==> config.mk <==
export PLATFORM = sky130hd
export DESIGN_NAME = lsu_splicer_flat
export DESIGN_NICKNAME = d
export VERILOG_FILES = /design/src/rtl/lsu_splicer_if.sv /design/src/rtl/lsu_splicer.sv /design/src/flat_wrapper.sv
export SDC_FILE = /design/constraint.sdc
export NUM_CORES = 1
export LEC_CHECK = 0
export CAP_MARGIN = 5
export CELL_PAD_IN_SITES_DETAIL_PLACEMENT = 2
export CELL_PAD_IN_SITES_GLOBAL_PLACEMENT = 2
export CORE_ASPECT_RATIO = 1.2
export CORE_MARGIN = 5
export CORE_UTILIZATION = 28
export DETAILED_ROUTE_END_ITERATION = 12
export GPL_TIMING_DRIVEN = 0
export PLACE_DENSITY = 0.95
export SLEW_MARGIN = 20
export SYNTH_ARGS = -nofsm -noshare
export SYNTH_HDL_FRONTEND = slang
export SYNTH_SLANG_ARGS = --single-unit
==> constraint.sdc <==
create_clock -name clk -period 3.5 [get_ports clk]
set_input_delay 0.875 -clock clk [delete_from_list [all_inputs] [get_ports clk]]
set_output_delay 0.875 -clock clk [all_outputs]
set_load 0.005 [all_outputs]
==> src/rtl/lsu_splicer_if.sv <==
// Load/store request, response and memory-port bundle for lsu_splicer.
// The slave modport is the LSU's view; master is the datapath/memory side.
interface lsu_splicer_if #(
  parameter int XLEN   = 64,
  parameter int ADDR_W = 64
);
  localparam int NB = XLEN / 8;

  logic              req_valid;
  logic              req_ready;
  logic              req_we;
  logic [1:0]        req_size;
  logic              req_unsigned;
  logic [ADDR_W-1:0] req_addr;
  logic [XLEN-1:0]   req_wdata;
  logic              rsp_valid;
  logic [XLEN-1:0]   rsp_rdata;
  logic              rsp_err;
  logic              mem_valid;
  logic              mem_ready;
  logic              mem_we;
  logic [ADDR_W-1:0] mem_addr;
  logic [XLEN-1:0]   mem_wdata;
  logic [NB-1:0]     mem_be;
  logic              mem_rvalid;
  logic [XLEN-1:0]   mem_rdata;

  modport slave (
    input  req_valid, req_we, req_size, req_unsigned, req_addr, req_wdata,
           mem_ready, mem_rvalid, mem_rdata,
    output req_ready, rsp_valid, rsp_rdata, rsp_err,
           mem_valid, mem_we, mem_addr, mem_wdata, mem_be
  );
  modport master (
    output req_valid, req_we, req_size, req_unsigned, req_addr, req_wdata,
           mem_ready, mem_rvalid, mem_rdata,
    input  req_ready, rsp_valid, rsp_rdata, rsp_err,
           mem_valid, mem_we, mem_addr, mem_wdata, mem_be
  );
endinterface

==> src/rtl/lsu_splicer.sv <==
// Load/store unit: byte-lane splicing, sign/zero extension, valid/ready memory beats.
// Define LSU_MISALIGNED_SPLIT_EN to split lane-crossing accesses into two beats.
module lsu_splicer #(
  parameter int XLEN   = 64,
  parameter int ADDR_W = 64
) (
  input  logic         clk,
  input  logic         reset_n,
  lsu_splicer_if.slave bus
);
  localparam int NB    = XLEN / 8;
  localparam int OFF_W = $clog2(NB);

  typedef enum logic [2:0] {
    IDLE, BEAT0, WAIT0,
`ifdef LSU_MISALIGNED_SPLIT_EN
    BEAT1, WAIT1,
`endif
    RESP
  } state_t;

  state_t            state, state_d;
  logic              we_q, uns_q, err_q;
  logic [1:0]        size_q;
  logic [ADDR_W-1:0] addr_q, base;
  logic [XLEN-1:0]   wdata_q, acc_q, ext;
  logic [2*NB-1:0]   be_full;
  logic [2*XLEN-1:0] w_full;
  logic              illegal_r, bad_r, split_q, in_b1, beat, sgn;
  int                n_r, n_q, off_q;

  assign n_r       = 1 << bus.req_size;
  assign n_q       = 1 << size_q;
  assign off_q     = int'(addr_q[OFF_W-1:0]);
  assign illegal_r = (XLEN == 32) && (bus.req_size == 2'd3);

`ifdef LSU_MISALIGNED_SPLIT_EN
  int k_q;
  assign k_q     = NB - off_q;
  assign bad_r   = illegal_r;
  assign split_q = (off_q + n_q) > NB;
  assign in_b1   = (state == BEAT1);
`else
  logic misal_r;
  assign misal_r = (int'(bus.req_addr[OFF_W-1:0]) & (n_r - 1)) != 0;
  assign bad_r   = illegal_r | misal_r;
  assign split_q = 1'b0;
  assign in_b1   = 1'b0;
`endif

  // Upper halves of the double-width shifts are exactly the second-beat lanes.
  assign be_full = (2*NB)'((1 << n_q) - 1) << off_q;
  assign w_full  = {{XLEN{1'b0}}, wdata_q} << (8 * off_q);
  assign base    = {addr_q[ADDR_W-1:OFF_W], {OFF_W{1'b0}}};
  assign beat    = (state == BEAT0) | in_b1;

  assign bus.req_ready = (state == IDLE);
  assign bus.mem_valid = beat;
  assign bus.mem_we    = beat & we_q;
  assign bus.mem_addr  = !beat ? '0 : (in_b1 ? base + ADDR_W'(NB) : base);
  assign bus.mem_be    = !beat ? '0 : (in_b1 ? be_full[2*NB-1:NB] : be_full[NB-1:0]);
  assign bus.mem_wdata = !(beat & we_q) ? '0
                       : (in_b1 ? w_full[2*XLEN-1:XLEN] : w_full[XLEN-1:0]);
  assign bus.rsp_valid = (state == RESP);
  assign bus.rsp_err   = (state == RESP) & err_q;
  assign bus.rsp_rdata = ((state == RESP) & !we_q & !err_q) ? ext : '0;

  // acc_q holds the loaded bytes right-aligned; bytes above n are don't-care.
  always_comb begin
    sgn = 1'b0;
    ext = '0;
    for (int i = 0; i < NB; i++)
      if (i == n_q - 1) sgn = acc_q[8*i+7] & ~uns_q;
    for (int i = 0; i < NB; i++)
      ext[8*i +: 8] = (i < n_q) ? acc_q[8*i +: 8] : {8{sgn}};
  end

  always_comb begin
    state_d = state;
    case (state)
      IDLE:  if (bus.req_valid) state_d = bad_r ? RESP : BEAT0;
`ifdef LSU_MISALIGNED_SPLIT_EN
      BEAT0: if (bus.mem_ready) state_d = !we_q ? WAIT0 : (split_q ? BEAT1 : RESP);
      WAIT0: if (bus.mem_rvalid) state_d = split_q ? BEAT1 : RESP;
      BEAT1: if (bus.mem_ready) state_d = we_q ? RESP : WAIT1;
      WAIT1: if (bus.mem_rvalid) state_d = RESP;
`else
      BEAT0: if (bus.mem_ready) state_d = (we_q | split_q) ? RESP : WAIT0;
      WAIT0: if (bus.mem_rvalid) state_d = RESP;
`endif
      RESP:  state_d = IDLE;
      default: state_d = IDLE;
    endcase
  end

  always_ff @(posedge clk) begin
    if (!reset_n) begin
      state   <= IDLE;
      we_q    <= 1'b0;
      uns_q   <= 1'b0;
      err_q   <= 1'b0;
      size_q  <= '0;
      addr_q  <= '0;
      wdata_q <= '0;
      acc_q   <= '0;
    end else begin
      state <= state_d;
      if (state == IDLE && bus.req_valid) begin
        we_q    <= bus.req_we;
        uns_q   <= bus.req_unsigned;
        size_q  <= bus.req_size;
        addr_q  <= bus.req_addr;
        wdata_q <= bus.req_wdata;
        err_q   <= bad_r;
        acc_q   <= '0;
      end
      if (state == WAIT0 && bus.mem_rvalid)
        acc_q <= bus.mem_rdata >> (8 * off_q);
`ifdef LSU_MISALIGNED_SPLIT_EN
      if (state == WAIT1 && bus.mem_rvalid)
        acc_q <= acc_q | (bus.mem_rdata << (8 * k_q));
`endif
    end
  end
endmodule

==> src/flat_wrapper.sv <==
// flat-port wrapper written by rule: the top's interface ports become plain ports
module lsu_splicer_flat 
#(
  parameter int XLEN   = 64,
  parameter int ADDR_W = 64
)
  (clk, reset_n, bus_req_valid, bus_req_we, bus_req_size, bus_req_unsigned, bus_req_addr, bus_req_wdata, bus_mem_ready, bus_mem_rvalid, bus_mem_rdata, bus_req_ready, bus_rsp_valid, bus_rsp_rdata, bus_rsp_err, bus_mem_valid, bus_mem_we, bus_mem_addr, bus_mem_wdata, bus_mem_be);
  lsu_splicer_if #(.XLEN(XLEN), .ADDR_W(ADDR_W)) bus_i ();
  input  logic clk;
  input  logic reset_n;
  input wire logic [$bits(bus_i.req_valid)-1:0] bus_req_valid;
  input wire logic [$bits(bus_i.req_we)-1:0] bus_req_we;
  input wire logic [$bits(bus_i.req_size)-1:0] bus_req_size;
  input wire logic [$bits(bus_i.req_unsigned)-1:0] bus_req_unsigned;
  input wire logic [$bits(bus_i.req_addr)-1:0] bus_req_addr;
  input wire logic [$bits(bus_i.req_wdata)-1:0] bus_req_wdata;
  input wire logic [$bits(bus_i.mem_ready)-1:0] bus_mem_ready;
  input wire logic [$bits(bus_i.mem_rvalid)-1:0] bus_mem_rvalid;
  input wire logic [$bits(bus_i.mem_rdata)-1:0] bus_mem_rdata;
  output wire logic [$bits(bus_i.req_ready)-1:0] bus_req_ready;
  output wire logic [$bits(bus_i.rsp_valid)-1:0] bus_rsp_valid;
  output wire logic [$bits(bus_i.rsp_rdata)-1:0] bus_rsp_rdata;
  output wire logic [$bits(bus_i.rsp_err)-1:0] bus_rsp_err;
  output wire logic [$bits(bus_i.mem_valid)-1:0] bus_mem_valid;
  output wire logic [$bits(bus_i.mem_we)-1:0] bus_mem_we;
  output wire logic [$bits(bus_i.mem_addr)-1:0] bus_mem_addr;
  output wire logic [$bits(bus_i.mem_wdata)-1:0] bus_mem_wdata;
  output wire logic [$bits(bus_i.mem_be)-1:0] bus_mem_be;
  assign bus_i.req_valid = bus_req_valid;
  assign bus_i.req_we = bus_req_we;
  assign bus_i.req_size = bus_req_size;
  assign bus_i.req_unsigned = bus_req_unsigned;
  assign bus_i.req_addr = bus_req_addr;
  assign bus_i.req_wdata = bus_req_wdata;
  assign bus_i.mem_ready = bus_mem_ready;
  assign bus_i.mem_rvalid = bus_mem_rvalid;
  assign bus_i.mem_rdata = bus_mem_rdata;
  assign bus_req_ready = bus_i.req_ready;
  assign bus_rsp_valid = bus_i.rsp_valid;
  assign bus_rsp_rdata = bus_i.rsp_rdata;
  assign bus_rsp_err = bus_i.rsp_err;
  assign bus_mem_valid = bus_i.mem_valid;
  assign bus_mem_we = bus_i.mem_we;
  assign bus_mem_addr = bus_i.mem_addr;
  assign bus_mem_wdata = bus_i.mem_wdata;
  assign bus_mem_be = bus_i.mem_be;
  lsu_splicer #(.XLEN(XLEN), .ADDR_W(ADDR_W)) u_core (.clk(clk), .reset_n(reset_n), .bus(bus_i));
endmodule
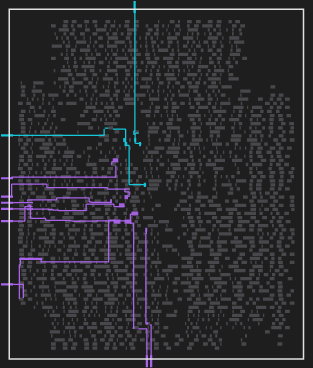
*Nets reached from selected ports*
Drawn at 1.5 px/um.
Purple marks bus_mem_be, bits 8, direction output, edge 6 left, 2 bottom, end cells 8, wire 778 um. Cyan marks bus_req_size, bits 2, direction input, edge 1 top, 1 left, end cells 5, wire 225 um.
IO Port Bufs: 402
IO Pins: 406

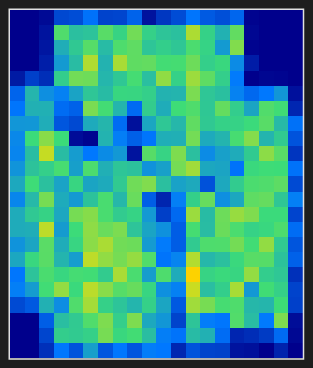
*Local utilization*
Drawn at 1.5 px/um. The die is cut into 20 by 23 equal tiles; dark blue is low, red is high, 0 to 100% covered.
The fullest tile reaches 76%. 0.20% of the tiles are over 75% full. 8.0% of the tiles are nearly empty. The emptiest ninth of the die: upper right. The mean over all tiles is 37%.

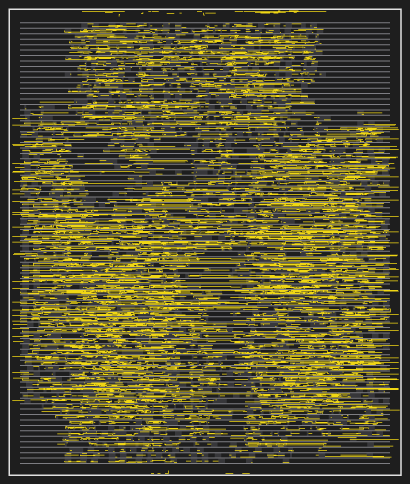
*M1 wires*
Drawn at 2 px/um. Supply wires on this layer in gray.
The layer carries 25.3 mm of wire. The layer holds 38% of the routed length. The wires run mostly horizontal. 1,879 nets have wire on it. The longest straight run is 59.3 um.
grt met1 use: 32.6%
routed vias: 13,200

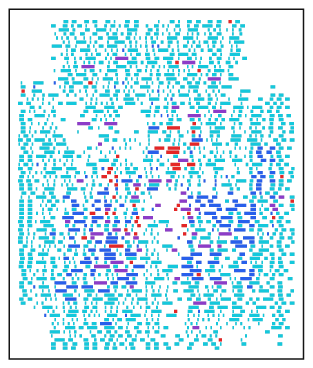
*Cell sizes after repair*
Drawn at 1.5 px/um.
Blue marks x2, cells 170. Purple marks x6 and larger, cells 50. Cyan marks x1 and smaller, cells 1,571. Red marks x3 and x4, cells 47.
Finished Cell Area: 0.0173 mm2
synth-to-layout area growth: 50.1%

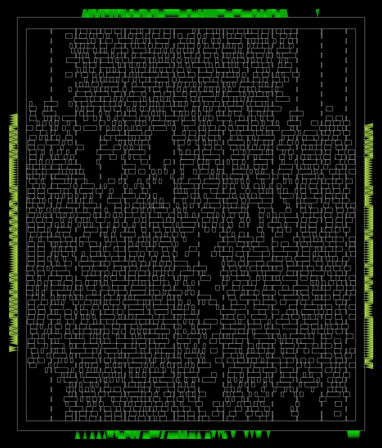
*Cell placement*
Tapcells: 539
Seq/total area: 23.1%

==> changes_impl.md <==
### Metrics

* Antenna cells at 7
* Util after Layout at between 40% and 50%
* GRT Total Usage at between 20% and 30%
* Ao+oa area frac at between 10% and 20%
* Outcome: finished, final reports clean
* Area leader, netlist: dfxtp_1
* Antenna violations before repair at 10
* Switching power of the nets at 0.00361 W
* Synth unique cells at around 48
* Share of cells above drive strength 1 at between 10% and 20%
* Die area at about 0.045 mm2
* Setup CP Type: reg -> out
* Detail Placement HPWL at 52,900 um
* Row cnt at roughly 81
* Sequential-to-total area share from yosys stat at between 30% and 40%
* Final setup fails at 0
* Sw Share at a little over two fifths
* Achievable frequency at ~290 MHz
* Clock network fraction of total power at between 20% and 30%
* CP required at 2.62 ns
* Final Critical Period at 3.48 ns
* Mapped cell area at between 0.01 and 0.015 mm2
* Slowest stage delay, CP at 0.55 ns
* Leak Pwr at 5.97 nW
* RSZ-0062 raised after global routing: yes
* Final net count at about 2,000
* Power per cell area at around 500 mW/mm2
* EDFF count, synth at 0
* Yosys simple share at between 10% and 20%
* Critical path buffer and inverter count at 5
* Synth top area share at between 30% and 40%
* Register area at roughly 0.004 mm2
* 1st-pass router iterations at 6
* Final WL at 67,300 um
* Met2 wire len at around 34,000 um
* Skew final at roughly 0.013 ns
* Post-DP Area at between 0.015 and 0.02 mm2
* Max layer used: met5
* CTS H-tree lvls at 4
* Inverters, non-clock at 32
* Synth flops at around 200
* Crit Path Max Fanout at 10
* Max cap viols at 0
* Num CTS Buffers at 17
* Initial DRC Count at just over 900
-- layout by cell type (no fill, tap or decap), types with 8 or more instances in the layout --
| master | netlist | layout |
|---|---|---|
| clkbuf_1 | 62 | 43 |
| nand2_1 | 314 | 311 |
| and2_1 | 80 | 80 |
| buf_6 | 10 | 16 |
| a21oi_1 | 170 | 165 |
| dfxtp_1 | 199 | 193 |
| nand2b_1 | 9 | 8 |
| o211ai_1 | 8 | 8 |
| clkbuf_16 | 0 | 17 |
| clkdlybuf4s50_1 | 0 | 397 |
| o21a_1 | 41 | 41 |
| o21ai_0 | 12 | 12 |
| a31oi_1 | 16 | 16 |
| clkbuf_2 | 1 | 12 |
| mux2i_1 | 45 | 43 |
| buf_1 | 12 | 9 |
| buf_4 | 12 | 24 |
| mux4_2 | 50 | 50 |
| inv_1 | 31 | 30 |
| o2bb2ai_1 | 22 | 17 |
| buf_2 | 35 | 24 |
| and3_1 | 12 | 11 |
| nor2_1 | 92 | 85 |
| a222oi_1 | 17 | 17 |
| a22oi_1 | 50 | 49 |
| mux2_2 | 48 | 48 |
-- timing repair --
action	in CTS	in global routing
hold buffers	0	0
buffers inserted	4	5
hold endpoints to repair	0	0
cloned	2	0
setup endpoints to repair	176	106
gates resized	93	40
pin swaps	5	6
-- worst register-to-register path: stages, from the launching register on --
cell and delay (ns):
dfxtp_4 0.39, inv_1 0.07, ha_1 0.27, nand2_1 0.30
clkbuf_1 0.73, buf_1 0.46, nand2_1 0.13, a21oi_1 0.27
-- through the flow --
stage | power (W) | instances | hold WS [ns] | setup slack, ns | TNS, ns
finish | 0.00865 | 2384 | 0.456 | 0.0167 | 0
detailed placement | 0.00642 | 2338 | 0.449 | -0.291 | -6.40
global route | 0.00904 | 2382 | 0.486 | -0.00435 | -0.0185
CTS | 0.00860 | 2372 | 0.461 | -0.0462 | -0.138
floorplan | 0.00479 | 1397 | 0.432 | 1.07 | 0
global placement | 0.00623 | 2338 | 0.438 | -0.197 | -3.00
-- worst paths after layout --
kind / startpoint / to / slack (ns) / cells after the start
max: u_core.addr_q[0] / bus_mem_wdata[63] / 0.02 / 7
min: u_core.addr_q[58] / u_core.addr_q[58] / 0.46 / 2
max reg2reg: u_core.state[0] / u_core.wdata_q[43] / 0.79 / 7
min reg2reg: u_core.addr_q[58] / u_core.addr_q[58] / 0.46 / 2
-- power groups by stage --
stage                     Clock (W)  Combinational [W]  Sequential [W]
after floorplan                   0            0.00200         0.00279
after global placement            0            0.00329         0.00293
after detailed placement          0            0.00346         0.00296
after CTS                   0.00207            0.00360         0.00293
after global routing        0.00215            0.00391         0.00298
final                       0.00203            0.00365         0.00296
-- state kept, by name, indices dropped and copies added (netlist names) --
signal,flops
u_core.acc_q,64
u_core.addr_q,64
u_core.wdata_q,64
u_core.size_q,2
u_core.state,2
u_core.err_q,1
u_core.uns_q,1
u_core.we_q,1
-- synthesized netlist by cell type (31+ instances only) --
library cell  instances
nand2_1             314
dfxtp_1             199
a21oi_1             170
nor2_1               92
and2_1               80
clkbuf_1             62
a22oi_1              50
mux4_2               50
mux2_2               48
mux2i_1              45
o21a_1               41
buf_2                35
inv_1                31
Power is estimated from default activity; no workload was simulated.
